## src/rtl/alu.sv

```systemverilog
// alu: 16-bit combinational ALU with N/Z/C/V flags and a clocked flag register
module alu (
    input  logic        clk,
    input  logic        rst_n,
    input  logic [15:0] A,
    input  logic [15:0] B,
    input  logic [2:0]  fun,
    output logic [15:0] R,
    output logic        N,
    output logic        Z,
    output logic        C,
    output logic        V,
    input  logic        flag_we,
    output logic [3:0]  flags_q
);
    localparam logic [2:0] OP_ADD = 3'b000;
    localparam logic [2:0] OP_SUB = 3'b001;
    localparam logic [2:0] OP_AND = 3'b010;
    localparam logic [2:0] OP_OR  = 3'b011;
    localparam logic [2:0] OP_NOR = 3'b100;
    localparam logic [2:0] OP_SHL = 3'b101;
    localparam logic [2:0] OP_SHR = 3'b110;

    logic [16:0] addFull;
    logic [16:0] subFull;
    logic [3:0]  shAmt;

    // Both arithmetic paths share one idiom: subtraction adds ~B+1 so bit 16 is the not-borrow carry
    always_comb begin
        addFull = {1'b0, A} + {1'b0, B};
        subFull = {1'b0, A} + {1'b0, ~B} + 17'd1;
        shAmt   = B[3:0];
    end

    // Result mux and flag generation; every opcode is decoded so R is never X
    always_comb begin
        R = (fun == OP_ADD) ? addFull[15:0] :
            (fun == OP_SUB) ? subFull[15:0] :
            (fun == OP_AND) ? (A & B) :
            (fun == OP_OR)  ? (A | B) :
            (fun == OP_NOR) ? ~(A | B) :
            (fun == OP_SHL) ? (A << shAmt) :
            (fun == OP_SHR) ? (A >> shAmt) :
                              16'($signed(A) >>> shAmt);
        N = R[15];
        Z = (R == 16'd0);
        C = (fun == OP_ADD) ? addFull[16] :
            (fun == OP_SUB) ? subFull[16] : 1'b0;
        V = (fun == OP_ADD) ? ((A[15] == B[15]) && (R[15] != A[15])) :
            (fun == OP_SUB) ? ((A[15] != B[15]) && (R[15] != A[15])) : 1'b0;
    end

    // Status register: async clear, captures live flags when flag_we is set
    always_ff @(posedge clk or negedge rst_n) begin
        if (!rst_n)
            flags_q <= 4'b0000;
        else if (flag_we)
            flags_q <= {N, Z, C, V};
    end
endmodule

```

## config.mk

```make
export PLATFORM = sky130hd
export DESIGN_NAME = alu
export DESIGN_NICKNAME = d
export VERILOG_FILES = /design/src/rtl/alu.sv
export SDC_FILE = /design/constraint.sdc
export NUM_CORES = 1
export LEC_CHECK = 0
export CORE_ASPECT_RATIO = 0.5
export CORE_UTILIZATION = 59
export CTS_CLUSTER_SIZE = 12
export DETAILED_ROUTE_END_ITERATION = 12
export PLACE_DENSITY = 0.84
export SLEW_MARGIN = 20
export SYNTH_ARGS = -nofsm -noshare
export SYNTH_HDL_FRONTEND = slang
export SYNTH_SLANG_ARGS = --single-unit
export TNS_END_PERCENT = 20
```

## constraint.sdc

```tcl
create_clock -name clk -period 6.2 [get_ports clk]
set_input_delay 1.24 -clock clk [delete_from_list [all_inputs] [get_ports clk]]
set_output_delay 1.24 -clock clk [all_outputs]
set_load 0.01 [all_outputs]
```

==> impl_metrics.tcl <==
# place-and-route summary
set metrics [dict create \
    status "complete, no violations" \
    pg_clk_w 0.000102 \
    cts_buffer_depth 2 \
    timing.hold.ws_ns 0.502 \
    logic_family "AND-OR/OR-AND gates" \
    synthArstFlopShare_pct 100 \
    area_dominant_class "multi-input combinational cells" \
    seq_share_pct 1.72 \
    critPathMaxFanout 3 \
    use_met2_pct 66.9 \
    drt_iter0_drc 947 \
    chipWidth_um 129 \
    drt-pass1-iter-count 8 \
    slew_violations 0 \
    grt.total_usage_pct 44.9 \
    synth_seq_share_pct 2.09 \
    slew_headroom_pct 50.9 \
    design_area_um2 5830 \
    yosysUniqueCellTypes 87 \
    ir_drop_mv 0.122 \
    arrival_ns 4.76 \
    vias 5986 \
    grt.overflow.total 0 \
    critPathCapture "Z" \
    synth-main-ff-cell "dfrtp_1" \
    crit_path_start "A[0]" \
    place_ws_ns -0.0274 \
    antennaDiodeCount 1 \
    fin_skew_ns 0 \
    comb_share_pct 72.6 \
    met2WireLength_mm 7.50 \
    rr_endpoint "flags_q[2]" \
    fp.coreArea_um2 7600 \
    area_delta_synth_final_pct 21.6 \
    syn_inst 664 \
    syn_area_per_cell_um2 7.22 \
    drive_above_1_share_pct 17.3 \
    common_cells "nor2_1 (64), a21oi_1 (54), ha_1 (49)" \
    warnings 59 \
    cp.depth 14 \
    pg_comb_w 0.000568 \
    cp_slowest_stage_delay_ns 0.51 \
    rsz0062_at_grt "false" \
    nets 826 \
    fillerInstances 612 \
    final-hold-violation-count 0 \
    floorplan.core_util_pct 63.1 \
    edf_count 0 \
    largest_area_cell "ha_1" \
    nonClkBufAreaFrac_pct 18.9 \
    port_buffers 61 \
    die_h_um 65.7 \
    synth.most_common_cell "nor2_1" \
    clk_pin_slew_ns 0.03 \
    dr.max_layer_used "met4" \
    synth_nets 753 \
    end_kind "primary output" \
    lay_top_count "nor2_1" \
    grt_max_degree 46 \
    gp_congestion 1.15 \
    cts_tree "built" \
    tns_ns 0 \
    period_used_pct 96.8 \
    clkSinkCount 4 \
    grt_busiest_layer "met2" \
    p_leak_nw 2.48 \
    adder_share_pct 13.6 \
    hold_class "flop to flop" \
    reg_top3 "flags_q: 4 flops" \
    synth_flop_count 4 \
    swShare_pct 48.4 \
    internal-power_w 0.000360 \
    switchingPower_w 0.000339 \
    r2r_slack_ns 5.49 \
    largest_register_ffs 4 \
    power_frac_comb_pct 81.2 \
    grt_use_met1_pct 60.6 \
    xor_share_pct 2.56 \
    place_area_um2 5730 \
    worst_setup_path_start_kind "input port" \
    nonClockBufferCount 123 \
    total_power_w 0.000699 \
    r2r-start "flags_q[2]" \
    regMostFlops "flags_q" \
    clock_latency_ns 0.23 \
    power_density_nw_per_um2 120 \
    cts_resized 3 \
    hpwlAfterDp_mm 14.6 \
    worstMarginPinSlew_ns 0.728 \
    postCtsSetupRepairBufs 0 \
    period_needed_ns 6.00 \
    clkbuf_count 3 \
    path_buffers 3 \
    dp.cells 840 \
    seq_power_w 0.0000294 \
    htree_num_levels 1 \
    routedWlPerCell_um 22.1 \
    post-route-worst-setup-slack_ns 0.197 \
    crit_type "input port to primary output" \
    netlist_area_um2 4790 \
    mostFrequentLayoutCells "nor2_1 (63), buf_4 (59), clkdlybuf4s50_1 (56), a21oi_1 (54)" \
    fin_cells 844 \
    n_tap_cell 108 \
    ys_sh_simple_pct 22.3 \
    critPathRequiredTime_ns 4.96 \
    flop_area_um2 100 \
    antenna_found_initial 0 \
    grt_pass1_wl_mm 29.1 \
    inverters 49 \
    logic_gate_count 556 \
    fmax_mhz 167 \
    hold_depth 2 \
    cts_made_buffers 3 \
    vias_per_cell 7.09 \
    root_buffer "clkbuf_16" \
    ioPinCount 62 \
    critPathTopFamily "AND-OR/OR-AND gates" \
    drt-total-wl_mm 18.7 \
    met1_length_mm 7.60 \
    ff2ff_path_depth 1 \
    holdBufCountCts 0 \
    worst_path_max_delay_cell "clkdlybuf4s50_1" \
    drc_errors 0 \
    yosys-top-cells-area "ha_1 (13%), mux4_2 (8.9%), a21oi_1 (5.6%)" \
    pwr-share-clk_pct 14.6 \
    row_count 22 \
    final-setup-viol-count 0 \
    ys_sh_mux_pct 14.3 \
    synth.cellmix.compoundShare_pct 35.0 \
    cap_viol_max_count 0 \
    final_antenna_net_count 0 \
    ys_warn_count 0 \
    ys_area_um2 4790 \
    ff_count 4 \
    yosys_cells 664 \
    synth.top_cell.area_share_pct 12.8 \
    cp_cell_sequence "clkdlybuf4s50_1 > inv_1 > ha_1 > fa_2 > o21ba_1 > nand2b_4 > a2111oi_4 > o21ai_1 > and2_1 > a221o_1 > a211o_1 > nor2_2 > and3_1 > dlygate4sd2_1" \
    worstHoldStart "flags_q[0]" \
]
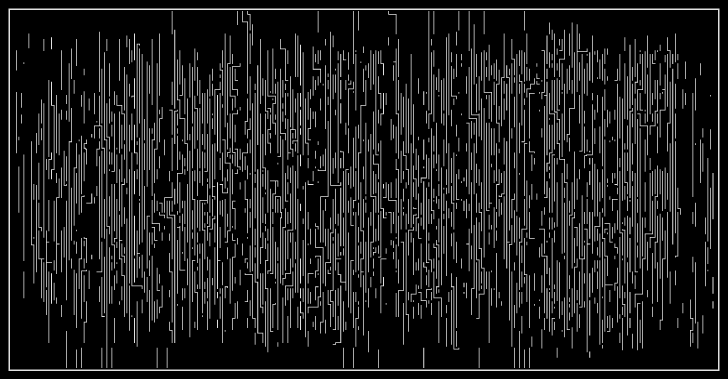
(images/m2.png)
main direction: vertical
nets with wire on the layer: 690
longest straight run: 34.3 um
share of all routed wire: 40%
wire length on this layer: 7500 um

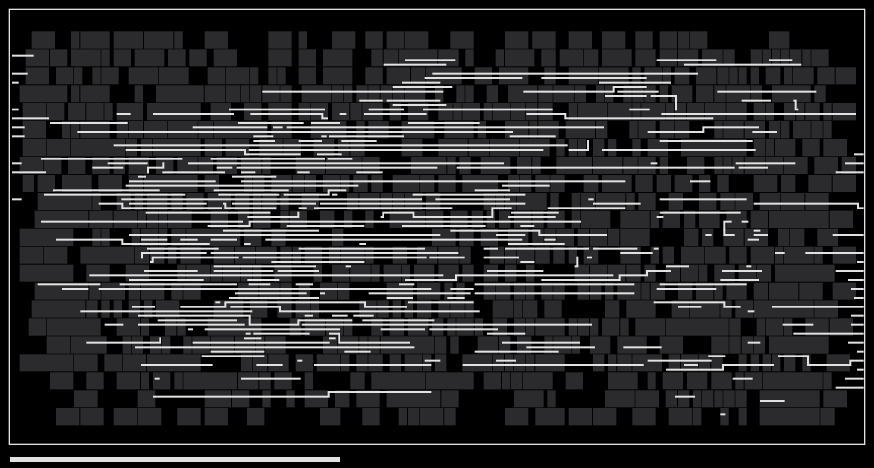
(images/m3.png)
Bar = 50 um.
longest straight run: 68.5 um
wire length on this layer: 3060 um
nets with wire on the layer: 187
main direction: horizontal

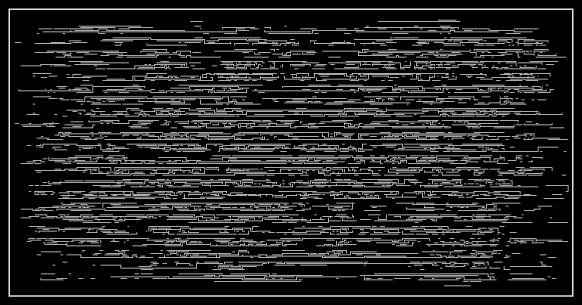
(images/m1.png)
wire length on this layer: 7600 um
nets with wire on the layer: 752
longest straight run: 33.6 um
share of all routed wire: 41%
main direction: horizontal

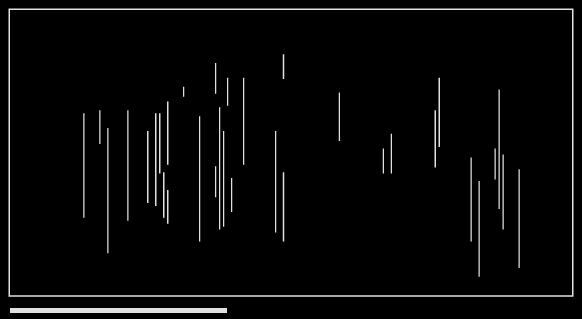
(images/m4.png)
Bar = 50 um.
longest straight run: 28.6 um
nets with wire on the layer: 31

Power and IR drop assume default switching activity.
